Figure 1. Supply network.
The bar under the picture is 50 um long. Pins as bars on the die edge. Tap cells in grey.
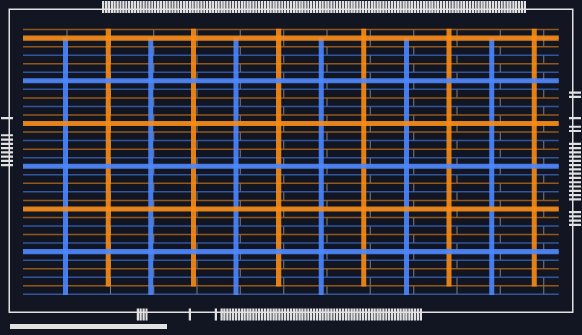
Figure 2. Cells coloured by class.
The bar under the picture is 50 um long.
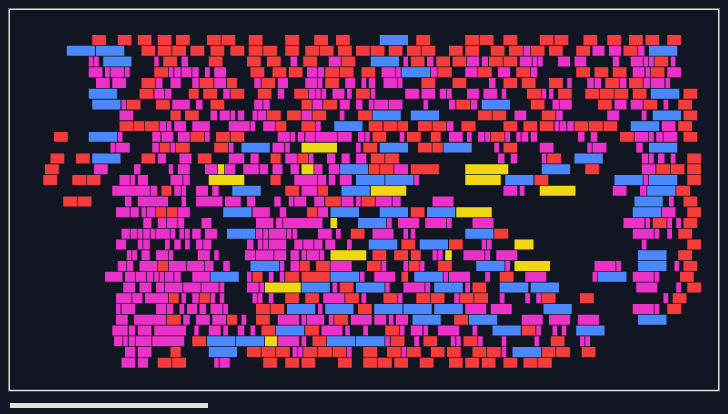
Figure 3. Clock distribution.
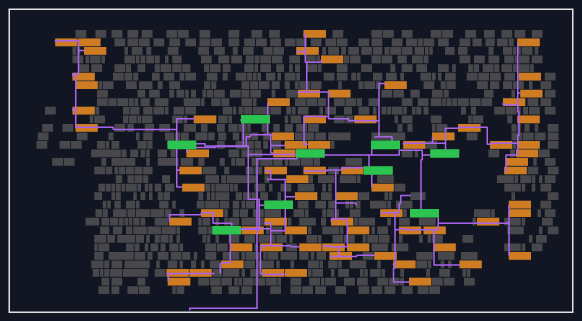
Figure 4. Metal layers overlaid.
The bar under the picture is 50 um long. Two of the layers only.
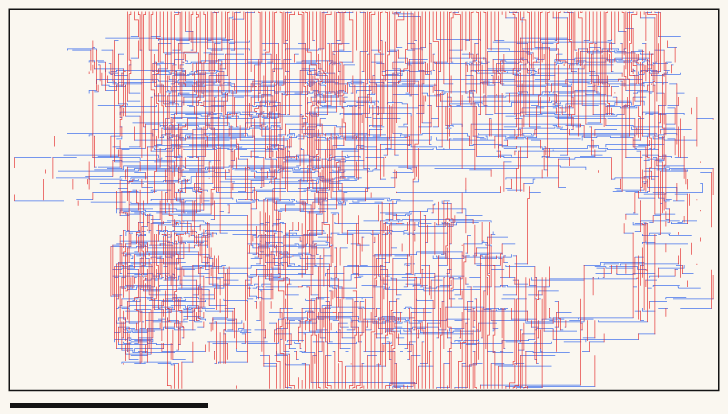
Figure 5. Cell placement.
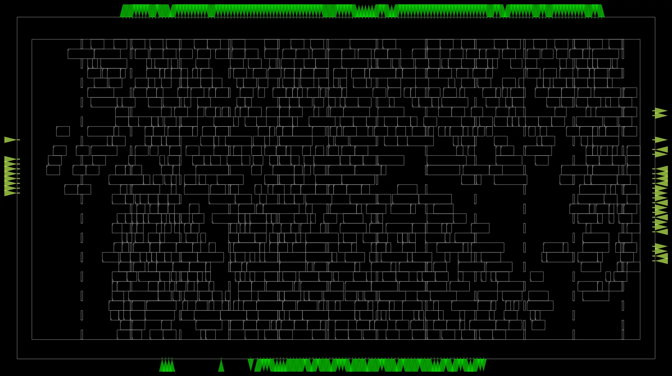
$ cat config.mk
export PLATFORM = sky130hd
export DESIGN_NAME = alu_share_ctrl
export DESIGN_NICKNAME = d
export VERILOG_FILES = /design/src/rtl/alu_share_ctrl_pkg.sv /design/src/rtl/alu_share_ctrl_rr_arbiter.sv /design/src/rtl/alu_share_ctrl.sv
export SDC_FILE = /design/constraint.sdc
export NUM_CORES = 1
export LEC_CHECK = 0
export CAP_MARGIN = 40
export CORE_AREA = 4 4 175 92
export CTS_CLUSTER_DIAMETER = 40
export CTS_CLUSTER_SIZE = 8
export DETAILED_ROUTE_END_ITERATION = 8
export DIE_AREA = 0 0 179 96
export HOLD_SLACK_MARGIN = 0.02
export PLACE_DENSITY = 0.76
export SYNTH_ARGS = -nofsm -noshare
export SYNTH_HDL_FRONTEND = slang
export SYNTH_SLANG_ARGS = --single-unit
$ cat constraint.sdc
create_clock -name clk -period 5.45 [get_ports clk]
set_clock_uncertainty 0.2 [all_clocks]
set_input_delay 0.545 -clock clk [delete_from_list [all_inputs] [get_ports clk]]
set_output_delay 0.545 -clock clk [all_outputs]
set_load 0.02 [all_outputs]
$ cat src/rtl/alu_share_ctrl_pkg.sv
// Shared definitions for the ALU sharing controller: opcodes, FSM states and helpers.
package alu_share_ctrl_pkg;

  // Arithmetic_unit opcodes
  localparam logic [2:0] OP_ADD = 3'd0;
  localparam logic [2:0] OP_SUB = 3'd1;
  localparam logic [2:0] OP_MUL = 3'd2;
  localparam logic [2:0] OP_DIV = 3'd3;
  localparam logic [2:0] OP_AND = 3'd4;
  localparam logic [2:0] OP_OR  = 3'd5;
  localparam logic [2:0] OP_NOT = 3'd6;
  localparam logic [2:0] OP_XOR = 3'd7;

  // Result returned for a rejected divide by zero
  localparam logic [31:0] DIV0_DATA = 32'hFFFF_FFFF;

  typedef enum logic [1:0] {
    ST_IDLE    = 2'd0,
    ST_ISSUE   = 2'd1,
    ST_CAPTURE = 2'd2,
    ST_RESP    = 2'd3
  } state_t;

  // A divide with a zero divisor is answered locally and never reaches the ALU
  function automatic logic is_div0(input logic [2:0] op, input logic [15:0] b);
    return (op == OP_DIV) && (b == '0);
  endfunction

endpackage

$ cat src/rtl/alu_share_ctrl_rr_arbiter.sv
// Round-robin arbiter: grants the first requester at or after rr_ptr (cyclic).
module rr_arbiter #(
  parameter int unsigned N  = 4,
  parameter int unsigned IW = $clog2(N)
) (
  input  logic          clk,
  input  logic          rst,
  input  logic [N-1:0]  req,
  input  logic          advance,
  output logic [N-1:0]  grant_oh,
  output logic [IW-1:0] grant_idx
);

  logic [IW-1:0] rr_ptr;

  // Cyclic priority search starting at rr_ptr
  always_comb begin
    int unsigned idx;
    idx       = 0;
    grant_oh  = '0;
    grant_idx = '0;
    for (int unsigned i = 0; i < N; i++) begin
      idx = 32'(rr_ptr) + i;
      if (idx >= N) idx = idx - N;
      if ((grant_oh == '0) && req[idx]) begin
        grant_oh[idx] = 1'b1;
        grant_idx     = IW'(idx);
      end
    end
  end

  // Pointer moves to the slot after the winner on each accepted grant
  always_ff @(posedge clk) begin
    if (rst)
      rr_ptr <= '0;
    else if (advance)
      rr_ptr <= (grant_idx == IW'(N - 1)) ? '0 : grant_idx + 1'b1;
  end

endmodule

$ cat src/rtl/alu_share_ctrl.sv
// Shares one Arithmetic_unit between N_REQ requesters with round-robin
// arbitration and returns each result over a valid/ready response channel.
module alu_share_ctrl
  import alu_share_ctrl_pkg::*;
#(
  parameter int unsigned N_REQ = 4,
  parameter int unsigned ID_W  = $clog2(N_REQ)
) (
  input  logic                clk,
  input  logic                rst,
  input  logic [N_REQ-1:0]    req_valid,
  output logic [N_REQ-1:0]    req_ready,
  input  logic [3*N_REQ-1:0]  req_op,
  input  logic [16*N_REQ-1:0] req_a,
  input  logic [16*N_REQ-1:0] req_b,
  output logic [2:0]          alu_op,
  output logic [15:0]         alu_op1,
  output logic [15:0]         alu_op2,
  input  logic [31:0]         alu_result,
  output logic                rsp_valid,
  input  logic                rsp_ready,
  output logic [ID_W-1:0]     rsp_id,
  output logic [31:0]         rsp_data,
  output logic                rsp_err,
  output logic                busy
);

  if ((N_REQ < 2) || (N_REQ > 8)) begin : g_bad_n_req
    $error("alu_share_ctrl: N_REQ must be in 2..8");
  end
  if (ID_W != $clog2(N_REQ)) begin : g_bad_id_w
    $error("alu_share_ctrl: ID_W must equal clog2(N_REQ)");
  end

  state_t            state;
  logic [N_REQ-1:0]  grant_oh;
  logic [ID_W-1:0]   grant_idx;
  logic              accept;
  logic [2:0]        sel_op;
  logic [15:0]       sel_a;
  logic [15:0]       sel_b;

  rr_arbiter #(
    .N  (N_REQ),
    .IW (ID_W)
  ) u_arb (
    .clk       (clk),
    .rst       (rst),
    .req       (req_valid),
    .advance   (accept),
    .grant_oh  (grant_oh),
    .grant_idx (grant_idx)
  );

  assign req_ready = ((state == ST_IDLE) && !rst) ? grant_oh : '0;
  assign accept    = |req_ready;
  assign busy      = (state != ST_IDLE);

  // Select the granted requester's op and operands
  always_comb begin
    sel_op = '0;
    sel_a  = '0;
    sel_b  = '0;
    for (int unsigned i = 0; i < N_REQ; i++) begin
      if (grant_oh[i]) begin
        sel_op = req_op[3*i +: 3];
        sel_a  = req_a[16*i +: 16];
        sel_b  = req_b[16*i +: 16];
      end
    end
  end

  // Controller FSM. The alu_* registers double as the operand latches: loaded
  // on the accept edge, they are stable through ISSUE and hold until the next
  // issued op, so a divide-by-zero simply leaves them untouched.
  always_ff @(posedge clk) begin
    if (rst) begin
      state     <= ST_IDLE;
      alu_op    <= '0;
      alu_op1   <= '0;
      alu_op2   <= '0;
      rsp_valid <= 1'b0;
      rsp_id    <= '0;
      rsp_data  <= '0;
      rsp_err   <= 1'b0;
    end else begin
      case (state)
        ST_IDLE: begin
          if (accept) begin
            rsp_id <= grant_idx;
            if (is_div0(sel_op, sel_b)) begin
              rsp_data  <= DIV0_DATA;
              rsp_err   <= 1'b1;
              rsp_valid <= 1'b1;
              state     <= ST_RESP;
            end else begin
              alu_op  <= sel_op;
              alu_op1 <= sel_a;
              alu_op2 <= sel_b;
              state   <= ST_ISSUE;
            end
          end
        end
        ST_ISSUE: state <= ST_CAPTURE;
        ST_CAPTURE: begin
          rsp_data  <= alu_result;
          rsp_err   <= 1'b0;
          rsp_valid <= 1'b1;
          state     <= ST_RESP;
        end
        ST_RESP: begin
          if (rsp_ready) begin
            rsp_valid <= 1'b0;
            state     <= ST_IDLE;
          end
        end
        default: state <= ST_IDLE;
      endcase
    end
  end

endmodule
==> out/summary.txt <==
RSZ-0062 raised after global routing = no
routed vias/inst = 5.43
crit-path cells = inv_1 -> ha_1 -> mux4_2 -> a21bo_4 -> nor2_1 -> or3_1 -> o31ai_4 -> buf_4 -> a32oi_1 -> a211o_1 -> a221oi_2 -> nand4_1 -> buf_4 -> o21ai_4 -> buf_4 -> mux2i_1
outcome = completed
yosys aoi share = 30.4%
final worst path period need = 5200 ps
Slew Viols, Final = 0
top sig layer = met4
min-delay src = alu_op1[4]
worst slew pin tran = 740 ps
P_clk = 598 uW
combinational power share = 66.0%
Synth flops = 75
Setup Viol. Count Final = 0
Max-Cap Viols = 0
# clk buffers = 10
ant diodes = 0
critical path's slowest cell = mux4_2
Setup TNS = 0 ps
switching share of total power = 45.1%
area delta synth->final = 63.0%
dpl cell area = 7790 um^2
## Picture notes: Figure 1
net	colour
VDD	orange
VSS	blue
signal pins	255
met1 rails	32
rows	31
met4 straps	12
met5 straps	6
die height: 96 um
Max VDD drop: 222 uV

## Picture notes: Figure 2
class	colour	cells
other buffers and delay cells	red	285
flops	blue	75
all other logic	magenta	480
clock drivers and dummy loads	yellow	16
core box area: 14400 um^2
Final Util: 56.6%

## Picture notes: Figure 3
[flip-flops] orange | count: 75
[cells driving clock nets] green | count: 9
[clock wires] purple | length: 1000 um
routed clock nets	10
flops lie	widely spread
Clk pwr share: 14.8%
clk latency late pin: 330 ps

## Picture notes: Figure 4
layer	colour	wire length
met1	blue	8040 um
met2	red	10400 um
WL final: 19800 um
total track usage: 21.4%
Routed wire per std cell: 18.7 um

## Picture notes: Figure 5
# fillers: 1298
fin cells: 1054
Seq area share: 18.4%
Std-Cell Rows: 31

## worst max-delay path, delay by kind of cell (launching register included)
| kind | cells | cell delay, ps |
|---|---|---|
| buffers and inverters | 4 | 820 |
| muxes | 2 | 770 |
| adders and majority gates | 1 | 520 |
| DFF | 1 | 410 |
| AOI/OAI and AO/OA | 6 | 1660 |
| and+or+nand+nor | 3 | 740 |
## flip-flops by register name, summed over array words and instances (netlist names), named ones only
register and cells:
rsp_data 32, alu_op1 16, alu_op2 16, alu_op 3, rsp_id 2, state 2
rsp_err 1, rsp_valid 1, u_arb.rr_ptr 1
## repair_timing
| action | 4_1_cts | 5_1_grt |
|---|---|---|
| setup buffers | 0 | 4 |
| resized | 0 | 3 |
| endpoints found under the setup margin | 0 | 64 |
| endpoints found under the hold margin | 0 | 0 |
Power is estimated from default activity; no workload was simulated.
